**config.mk**
```make
export PLATFORM = sky130hd
export DESIGN_NAME = texture_mem_arbiter
export DESIGN_NICKNAME = d
export VERILOG_FILES = /design/src/rtl/texture_mem_arbiter.sv
export SDC_FILE = /design/constraint.sdc
export NUM_CORES = 1
export LEC_CHECK = 0
export CAP_MARGIN = 30
export CORE_MARGIN = 2
export CORE_UTILIZATION = 30
export DETAILED_ROUTE_END_ITERATION = 8
export GPL_TIMING_DRIVEN = 0
export HOLD_SLACK_MARGIN = 0.12
export PLACE_DENSITY = 0.83
export SYNTH_ARGS = -nofsm -noshare
export SYNTH_HDL_FRONTEND = slang
export SYNTH_SLANG_ARGS = --single-unit
```
**constraint.sdc**
```tcl
create_clock -name clk -period 1.7 [get_ports clk]
set_input_delay 0.51 -clock clk [delete_from_list [all_inputs] [get_ports clk]]
set_output_delay 0.51 -clock clk [all_outputs]
set_load 0.05 [all_outputs]
```
**src/rtl/texture_mem_arbiter.sv**
```systemverilog
`default_nettype none
// texture_mem_arbiter: single-port texture RAM arbiter, pixel priority with a bounded CPU wait.
// Build option: define TEXARB_STALL_CNT_EN to include the saturating cpu_stall_cnt counter.
module texture_mem_arbiter #(
  parameter int DATA_W       = 24,
  parameter int ADDR_W       = 14,
  parameter int DEPTH        = 13312,
  parameter int CPU_MAX_WAIT = 4
) (
  input  logic              clk,
  input  logic              reset,

  input  logic              px_req,
  input  logic [ADDR_W-1:0] px_addr,
  output logic              px_gnt,
  output logic              px_valid,
  output logic [DATA_W-1:0] px_data,

  input  logic              cpu_req,
  input  logic              cpu_we,
  input  logic [ADDR_W-1:0] cpu_addr,
  input  logic [DATA_W-1:0] cpu_wdata,
  output logic              cpu_gnt,
  output logic              cpu_valid,
  output logic [DATA_W-1:0] cpu_rdata,

  output logic              mem_en,
  output logic              mem_we,
  output logic [ADDR_W-1:0] mem_addr,
  output logic [DATA_W-1:0] mem_wdata,
  input  logic [DATA_W-1:0] mem_rdata,

  output logic [15:0]       cpu_stall_cnt
);

  localparam logic [3:0] MAX_WAIT = 4'(CPU_MAX_WAIT);

  logic [3:0]        wait_cnt;
  logic              cpu_win;
  logic              any_gnt;
  logic              gnt_read;
  logic              in_range;
  logic [ADDR_W-1:0] gnt_addr;

  // tag pipeline: stage 1 aligns with the RAM access, stage 2 with its read data
  logic              s1_vld, s1_cpu, s1_oor;
  logic              s2_vld, s2_cpu, s2_oor;
  logic [DATA_W-1:0] rd_data;

  // Grants are held low during reset so every output reads 0 while reset is low.
  assign cpu_win  = reset & cpu_req & (~px_req | (wait_cnt == MAX_WAIT));
  assign cpu_gnt  = cpu_win;
  assign px_gnt   = reset & px_req & ~cpu_win;

  assign any_gnt  = px_gnt | cpu_gnt;
  assign gnt_read = px_gnt | (cpu_gnt & ~cpu_we);
  assign gnt_addr = cpu_gnt ? cpu_addr : px_addr;
  assign in_range = (32'(gnt_addr) < 32'(DEPTH));

  always_ff @(posedge clk or negedge reset) begin
    if (!reset) begin
      wait_cnt <= '0;
    end else if (cpu_req && !cpu_gnt) begin
      if (wait_cnt < MAX_WAIT) begin
        wait_cnt <= wait_cnt + 4'd1;
      end
    end else begin
      wait_cnt <= '0;
    end
  end

  always_ff @(posedge clk or negedge reset) begin
    if (!reset) begin
      mem_en    <= 1'b0;
      mem_we    <= 1'b0;
      mem_addr  <= '0;
      mem_wdata <= '0;
      s1_vld    <= 1'b0;
      s1_cpu    <= 1'b0;
      s1_oor    <= 1'b0;
      s2_vld    <= 1'b0;
      s2_cpu    <= 1'b0;
      s2_oor    <= 1'b0;
    end else begin
      // out-of-range accesses never reach the RAM; reads still complete with zero data
      mem_en <= any_gnt & in_range;
      mem_we <= cpu_gnt & cpu_we & in_range;
      if (any_gnt) begin
        mem_addr  <= gnt_addr;
        mem_wdata <= cpu_gnt ? cpu_wdata : '0;
      end
      s1_vld <= gnt_read;
      s1_cpu <= cpu_gnt;
      s1_oor <= ~in_range;
      s2_vld <= s1_vld;
      s2_cpu <= s1_cpu;
      s2_oor <= s1_oor;
    end
  end

  assign rd_data   = s2_oor ? '0 : mem_rdata;
  assign px_valid  = s2_vld & ~s2_cpu;
  assign cpu_valid = s2_vld & s2_cpu;
  assign px_data   = px_valid  ? rd_data : '0;
  assign cpu_rdata = cpu_valid ? rd_data : '0;

`ifdef TEXARB_STALL_CNT_EN
  logic [15:0] stall_cnt;

  always_ff @(posedge clk or negedge reset) begin
    if (!reset) begin
      stall_cnt <= '0;
    end else if (cpu_req && !cpu_gnt && (stall_cnt != 16'hFFFF)) begin
      stall_cnt <= stall_cnt + 16'd1;
    end
  end

  assign cpu_stall_cnt = stall_cnt;
`else
  assign cpu_stall_cnt = 16'd0;
`endif

endmodule
`default_nettype wire
```
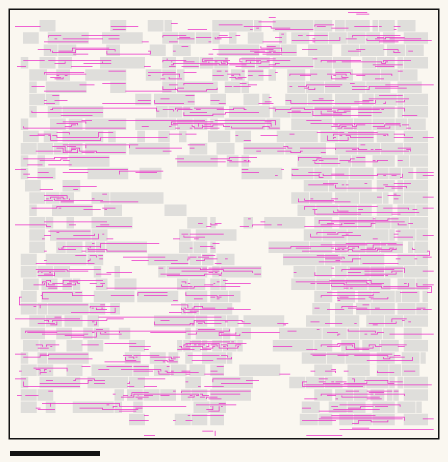
Figure 1: metal 1.
Scale bar: 20 µm. Cells faint in the background.
longest straight run = 45.1 µm
share of all routed wire = 36%
met1 usage: 24.56%
vias post-DR: 2,736
WL final: 10.60 mm

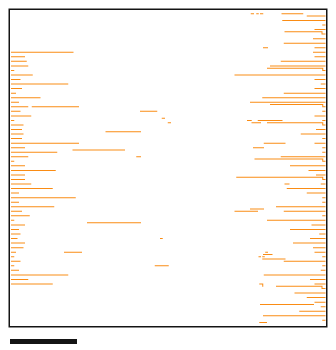
Figure 2: the metal 3 layer.
Scale bar: 20 µm.
wire length on this layer = 958 µm
share of all routed wire = 9.0%
longest straight run = 26.9 µm
met3 GRT Util: 5.587%

==> impl_metrics.ini <==
; flow metrics
[status]
run_status = complete, but fails checks
failed_checks = setup timing

[global_routing]
grt_pass1_vias = 2856
gr-total-overflow = 0
grt_max_degree = 21
track_usage_pct = 21.50

[finish]
final_cell_mix = clkdlybuf4s50_1 (59), nor2_4 (49), dfrtp_1 (49), buf_8 (36)
syn_to_final_growth_pct = 126.0
nNetsFinal = 548
reg_top3 = mem_wdata: 24 flops, mem_addr: 14 flops, wait_cnt: 4 flops
fillers = 547

[sta]
finalSetupTns_ns = -10.22
skew_ns = 0.004407
setup_viol = 52
whs_ns = 0.2559
setup_ws_ns = -0.2774
rsz0062_at_grt = true
min_period_over_period_pct = 116.3

[clock_network]
clkLatencyLatePin_ns = 0.30
cts_made_buffers = 5
cts_tree = done

[power]
seq_power_w = 0.00137
power_clock_w = 0.000682
total_power_w = 0.003754
switching_share_pct = 39.35
power-per-cell-area_nw_per_um2 = 674.6

[synth]
yosys_cells = 242
muxShareOfSynthArea_pct = 0.8130
topCellsByArea = dfrtp_1 (51%), a22o_1 (8.5%), nor2_1 (7.8%), nand2b_1 (6.4%), a221o_1 (5.7%)
synth-simple-area-share_pct = 21.49
ys_ff = 50
netlist_area_um2 = 2462
synth.top_cells.by_count = nor2_1 (51), dfrtp_1 (50), nand2b_1 (25)
synth_chip_area_um2 = 2462
yosysWarnings = 0
edf_count = 0
topCombFamilyByArea = simple AND/OR/NAND/NOR gates
yosys.cell_types.count = 30

[critical_path]
end_kind = output port
r2r-start = wait_cnt[1]$_DFFE_PN0P_
crit_buf_inv = 2
crit_path_start = cpu_req
reg2reg_to = mem_wdata[13]$_DFFE_PN0P_
cp_top_family = buffers and inverters
start_kind = primary input
path_cells = dlygate4sd2_1 -> and4b_2 -> nor2_4 -> buf_8
rrSetupSlack_ns = 0.04

[die]
die_w_um = 94.60
io_pins = 189
die_h_um = 94.60
coreArea_um2 = 8093
fp_util_pct = 30.43

[route]
m1WireLength_mm = 3.819
drc_errors = 0
firstDrtPassIters = 4
antenna_left = 0
drtIter0Drc = 116
wire_per_inst_um = 18.54

[hold_path]
worstHoldPathType = in2async

[placed_design]
routabilityCongestion = 0.8031

[job]
cap_violations = 0
tool_warnings = 30
layout make-up:
type                            instances  area (µm²)  area share [%]
Antenna cell                            1       2.502         0.04497
Buffer                                 30       306.5           5.509
Clock buffer                            6       72.57           1.304
Clock inverter                          2       13.76          0.2474
Inverter                                5       23.77          0.4273
Multi-Input combinational cell        171        1637           29.41
Sequential cell                        50        1252           22.51
Tap cell                              105       131.4           2.361
Timing Repair Buffer                  202        2125           38.18
timing repair:
item | 4_1_cts | 5_1_grt
setup buffers | 14 | 4
hold buffers | 4 | 0
gates resized | 586 | 79
pin swaps | 11 | 10
endpoints found under the setup margin | 137 | 101
gates cloned | 7 | 1
endpoints found under the hold margin | 20 | 0
layer usage:
metal  global-route usage (%)  up-vias
met3                    5.587       32
met5                        0        -
met2                    38.93      153
met4                    7.246        0
met1                    24.56     1307
li1                         -     1244
Power and IR drop assume default switching activity.
